run_1/floorplan.png
(4 px per µm) Pins as bars on the die edge.
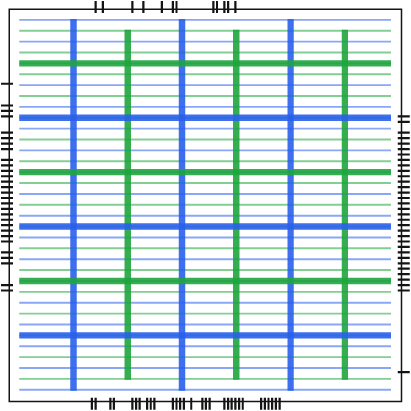
run_1/placed.png
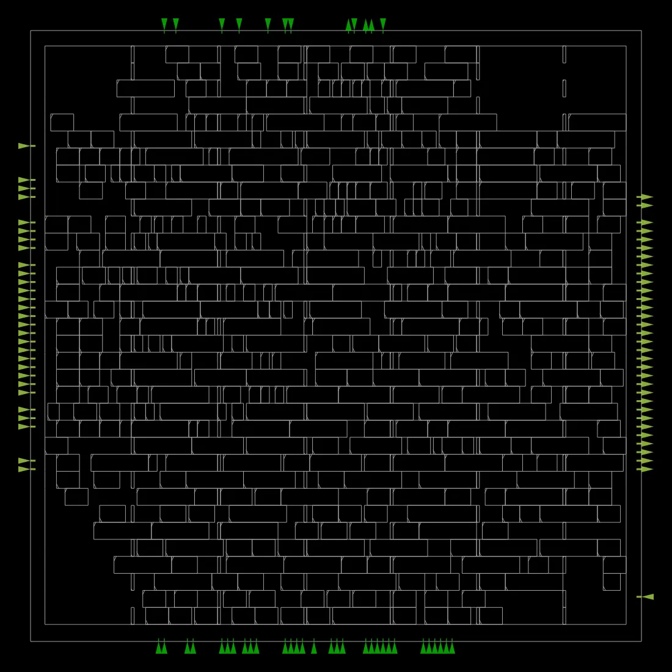
run_1/closeup.png
Window x 24 to 74, y 43 to 93 µm. Cells in grey, sequential cells in the stronger grey; small squares are vias.
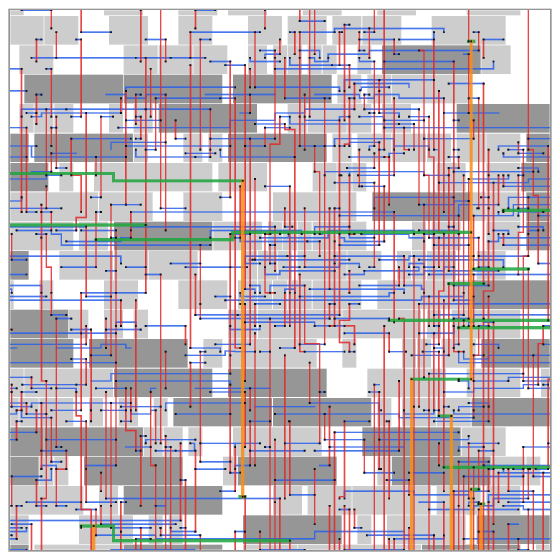
==> config.mk <==
export PLATFORM = sky130hd
export DESIGN_NAME = multiword_adder_seq
export DESIGN_NICKNAME = d
export VERILOG_FILES = /design/src/rtl/multiword_adder_seq.sv
export SDC_FILE = /design/constraint.sdc
export NUM_CORES = 1
export LEC_CHECK = 0
export ABC_CLOCK_PERIOD_IN_PS = 8540
export CORE_MARGIN = 2
export CORE_UTILIZATION = 55
export CTS_CLUSTER_SIZE = 20
export DETAILED_ROUTE_END_ITERATION = 12
export HOLD_SLACK_MARGIN = 0.12
export PLACE_DENSITY = 0.84
export SLEW_MARGIN = 20
export SYNTH_ARGS = -nofsm -noshare
export SYNTH_HDL_FRONTEND = slang
export SYNTH_HIERARCHICAL = 1
export SYNTH_SLANG_ARGS = --single-unit
==> constraint.sdc <==
create_clock -name clk -period 8.54 [get_ports clk]
set_input_delay 1.281 -clock clk [delete_from_list [all_inputs] [get_ports clk]]
set_output_delay 1.281 -clock clk [all_outputs]
set_load 0.02 [all_outputs]
==> results.toml, run 1 <==
# flow metrics
[sta]
hold_viol = 0
fin_crit_sh = 0.568
worstMarginPinSlew_ns = 1.01
max_slew_margin = 0.328
finalSetupViolCount = 0
hold_ws_ns = 0.511
fmax_mhz = 206
fin_worst_skew_ns = 0.0108
setup_tns_ns = 0

[worst_setup_path]
worstRegToRegCells = 14
crit_required_ns = 8.86
crit_buf_inv = 4
worst-path-stages = 14
cp_slowest_cell = "dfrtp_1"
criticalPathCategory = "flip-flop to flip-flop"
crit_path_frequent_cell = "fa_1"
critical-path-top-delay-family = "adder cells"
worst-r2r-setup-slack_ns = 3.69

[power]
p_leak_nw = 2.51
power_density_mw_per_mm2 = 404
clk-power_mw = 0.332
switching_share = 0.403
comb_power_share = 0.512

[synth]
synth_seq_share = 0.529
yosys_warnings = 6
ff_type = "dfrtp_1"
async_flop_share = 1.00
yosys_cells = 365
syn_inst = 365
most_common_cell = "dfrtp_1"
numSynthFlops = 102
fp_nets = 448
yosys-top-cells-count = "102 x dfrtp_1, 34 x a22o_1, 34 x nor2_1"
yosys_area_mm2 = 0.00482
synth_area_mm2 = 0.00482

[cts]
clk_pin_slew_ns = 0.10
clock_sinks = 102
cts_max_path_buffers = 2
post_cts_buffers = 0
hold_buffers = 0
clk_latency_ns = 0.37
htreeDepth = 3

[routing]
drtPass1Iterations = 4
avgRoutedWirePerCell_um = 18.0
ant_nets = 0
drt_iter0_markers = 157
routed_wl_mm = 10.3
drc_errors = 0

[final_layout]
diodes = 0
lay_top_count = "dfrtp_1"
lay_top_cells = "102 x dfrtp_1, 101 x clkdlybuf4s50_1, 34 x nor2_1, 34 x a22o_1, 33 x a21oi_1"
stdcell_area_mm2 = 0.00608
fin_util = 0.707
synthToLayoutAreaGrowth_pct = 26.0

[grt]
track_usage = 0.232
grt.overflow.total = 0
antenna_found_initial = 0
grt_busiest_layer = "met2"
grtUsageMet2 = 0.378

[run_status]
status = "complete, no violations"

[place]
gp_congestion = 0.777
placed_cell_area_mm2 = 0.00586
dp_worst_setup_slack_ns = 3.73
portBuffers = 103

[die]
io_pins = 104

[flow_run]
cap_viol_max_count = 0

[worst_hold_path]
hp-class = "flip-flop to flip-flop"
Back to the opening pictures, floorplan.png:
net	colour
VSS	blue
VDD	green
met1 rails	35
rows	34
Peak VDD IR: 0.185 mV
core area: 0.00859 mm²
Die Width: 97.7 µm

Back to the opening pictures, placed.png:
Core Rows: 34
Seq area share: 0.420
Seq Cell Count: 102
Finished Layout Cells: 573

Back to the opening pictures, closeup.png:
layer	colour
M3	green
M4	orange
M1	blue
M2	red
cells with their middle in the window	167
sequential cells in the window	28
most frequent	dfrtp_1 (28), nor2_1 (20), a21oi_1 (16)

[run 1: routing by layer]
layer / vias to the layer above / wire, µm
met3: 22 / 532
met5: - / 0
met1: 1579 / 4330
met2: 106 / 5170
li1: 1480 / -
met4: 0 / 284
[run 1: kinds of logic after synthesis]
kind of cell | Yosys count | synth area share
simple gates | 53 | 0.0599
mux | 48 | 0.149
fa+ha+maj | 14 | 0.0488
flops | 102 | 0.529
buf+inv | 38 | 0.0430
xor+xnor | 32 | 0.0581
compound gates | 78 | 0.112
[run 1: area by class of cell]
cell class / instances / area, µm² / area share
sequential: 102 / 2550 / 0.420
timing repair buffer: 106 / 1050 / 0.172
clock buffer: 9 / 124 / 0.0204
inverter: 16 / 60.1 / 0.00988
clock inverter: 7 / 96.3 / 0.0159
multi-input combinational: 225 / 2060 / 0.340
tap: 108 / 135 / 0.0222
--- run 2 (diff from run 1) ---
--- a/config.mk
+++ b/config.mk
@@ -5,13 +5,13 @@
 export SDC_FILE = /design/constraint.sdc
 export NUM_CORES = 1
 export LEC_CHECK = 0
-export ABC_CLOCK_PERIOD_IN_PS = 8540
+export ABC_CLOCK_PERIOD_IN_PS = 4700
 export CORE_MARGIN = 2
-export CORE_UTILIZATION = 55
+export CORE_UTILIZATION = 51
 export CTS_CLUSTER_SIZE = 20
 export DETAILED_ROUTE_END_ITERATION = 12
 export HOLD_SLACK_MARGIN = 0.12
-export PLACE_DENSITY = 0.84
+export PLACE_DENSITY = 0.78
 export SLEW_MARGIN = 20
 export SYNTH_ARGS = -nofsm -noshare
 export SYNTH_HDL_FRONTEND = slang
==> constraint.sdc (replaced) <==
create_clock -name clk -period 4.7 [get_ports clk]
set_input_delay 0.705 -clock clk [delete_from_list [all_inputs] [get_ports clk]]
set_output_delay 0.705 -clock clk [all_outputs]
set_load 0.02 [all_outputs]
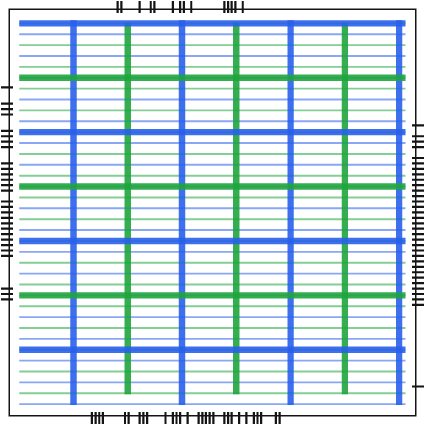
run_2/floorplan.png
(4 px per µm) Pins as bars on the die edge.
net	colour
VSS	blue
VDD	green
met5 straps	7
met4 straps	7
met1 rails	36
core area: 0.00920 mm²
Peak VDD IR: 0.296 mV

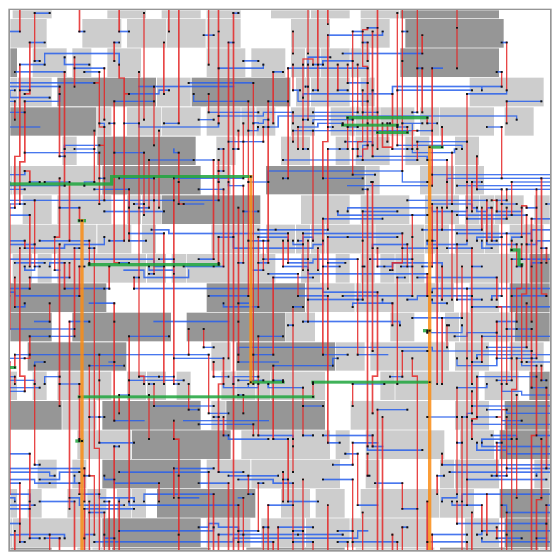
run_2/closeup.png
Window x 26 to 76, y 46 to 96 µm. Cells in grey, sequential cells in the stronger grey; small squares are vias.
layer	colour
M4	orange
M1	blue
M2	red
M3	green
sequential cells in the window	24
most frequent	dfrtp_1 (24), nor2_1 (18), a21oi_1 (14)
cells with their middle in the window	163

==> results.toml, run 2 <==
# flow metrics
[grt]
grt_max_degree = 97
antenna_found_initial = 0
grt_pass1_wl_mm = 15.8
grt.overflow.total = 0
track_usage = 0.202
grt_pass1_vias = 3098

[die]
die_h_um = 101
dieArea_mm2 = 0.0103
io_pins = 104
num_rows = 35
die_x_um = 101
initCoreUtil = 0.525

[synth]
edf_count = 0
xor_share = 0.0581
fp_nets = 448
yosys_warnings = 6
yosys_area_mm2 = 0.00482
ys_sh_adder = 0.0488
yosys_cells = 365
async_flop_share = 1.00
ys_top_cells_by_area = "dfrtp_1 53%, mux2_2 7.5%, mux4_2 7.5%"
yosysTopAreaCellShare = 0.529
ys_sh_simple = 0.0599
synth_area_mm2 = 0.00482
syn_avg_cell_area_um2 = 13.2
synth.logic.top_family = "multiplexers"
most_common_cell = "dfrtp_1"
syn_inst = 365
numSynthFlops = 102
synth_seq_share = 0.529
yosys.area_share.aoi = 0.112
ff_type = "dfrtp_1"
synth_cell_type_count = 27
synth_area_leader_cell = "dfrtp_1"
mux_share = 0.149
yosys-top-cells-count = "102 x dfrtp_1, 34 x a22o_1, 34 x nor2_1"

[cts]
post_cts_buffers = 0
cts_tree = "done"
cts_buffers = 9
cts_root_buffer = "clkbuf_8"
clk_pin_slew_ns = 0.10
cts_max_path_buffers = 2
hold_buffers = 0
clock_sinks = 102
htreeDepth = 3
clk_latency_ns = 0.36

[power]
clk-power_mw = 0.566
seq_power_share = 0.348
power_density_mw_per_mm2 = 723
switching_share = 0.405
comb_power_share = 0.523
maxPowerGroup = "combinational cells"
powerSeq_mw = 1.53
p_leak_nw = 2.51
power.switching_mw = 1.78
p_total_mw = 4.40
pwr-share-clk = 0.129

[worst_setup_path]
crit_required_ns = 5.00
crit_path_frequent_cell = "fa_1"
worstPathCellList = "mux4_2 > fa_1 > inv_1 > fa_1 > inv_1 > fa_1 > fa_1 > fa_1 > fa_1 > fa_1 > inv_1 > fa_1 > inv_1 > a22o_1"
critPathLaunchType = "flip-flop"
critPathMaxFanout = 4
worstRegToRegCells = 14
criticalPathCategory = "flip-flop to flip-flop"
critPathCaptureType = "flip-flop"
slowest_delay_ns = 0.54
crit_buf_inv = 4
cp_slowest_cell = "mux4_2"
worst-path-stages = 14
critPathArrivalTime_ns = 4.76
worst-r2r-setup-slack_ns = 0.24
critical-path-top-delay-family = "adder cells"

[routing]
num_vias = 3204
drtPass1Iterations = 4
drc_errors = 0
drt_iter0_markers = 113
vias_per_cell = 5.53
ant_nets = 0
avgRoutedWirePerCell_um = 17.1
routed_wl_mm = 9.88

[place]
hpwlAfterDp_mm = 7.42
portBuffers = 103
dpl.cell_count = 563
gp_congestion = 0.862
dp_worst_setup_slack_ns = 0.248
placed_cell_area_mm2 = 0.00588

[final_layout]
lay_top_count = "dfrtp_1"
stdcell_count = 579
lay_top_cells = "102 x dfrtp_1, 101 x clkdlybuf4s50_1, 34 x nor2_1, 34 x a22o_1, 33 x a21oi_1"
synthToLayoutAreaGrowth_pct = 26.2
fillers = 704
final_layout_size_suffix_gt1_frac = 0.162
finalNetCount = 546
stdcell_area_mm2 = 0.00609
diodes = 0
fin_util = 0.662

[sta]
hold_viol = 0
finalSetupViolCount = 0
fmax_mhz = 224
hold_ws_ns = 0.380
worstMarginPinSlew_ns = 0.964
fin_worst_skew_ns = 0.0125
rsz0062_at_grt = "false"
setup_tns_ns = 0
slew_violations = 0
fin_crit_sh = 0.948
max_slew_margin = 0.358

[flow_run]
warnings = 31
cap_viol_max_count = 0

[worst_hold_path]
hp-class = "input pin to async pin"

[run_status]
status = "complete, no violations"
==> run 2: layout make-up <==
class | count | area [µm²] | share of cell area
repair buffers | 109 | 1070 | 0.175
well taps | 111 | 139 | 0.0228
flip-flops and latches | 102 | 2550 | 0.419
clock inverters | 7 | 81.3 | 0.0134
inverters | 16 | 60.1 | 0.00986
clock buffers | 9 | 124 | 0.0203
multi-input cells | 225 | 2060 | 0.339
==> run 2: cell families after synthesis <==
group,count (synthesis)
simple gates,53
compound gates,78
flops,102
mux,48
buf+inv,38
xor+xnor,32
fa+ha+maj,14
==> run 2: per-layer routing <==
metal  vias up  wire [µm]  global-route usage  share of wire
li1       1477          -                   -              -
met1      1614       4310               0.270           0.44
met2        99       4960               0.338           0.50
met3        14        455              0.0345          0.046
met4         0        165              0.0696          0.017
met5         -          0                   0              0
No activity file was given, so power comes from the tool's default toggle rates.
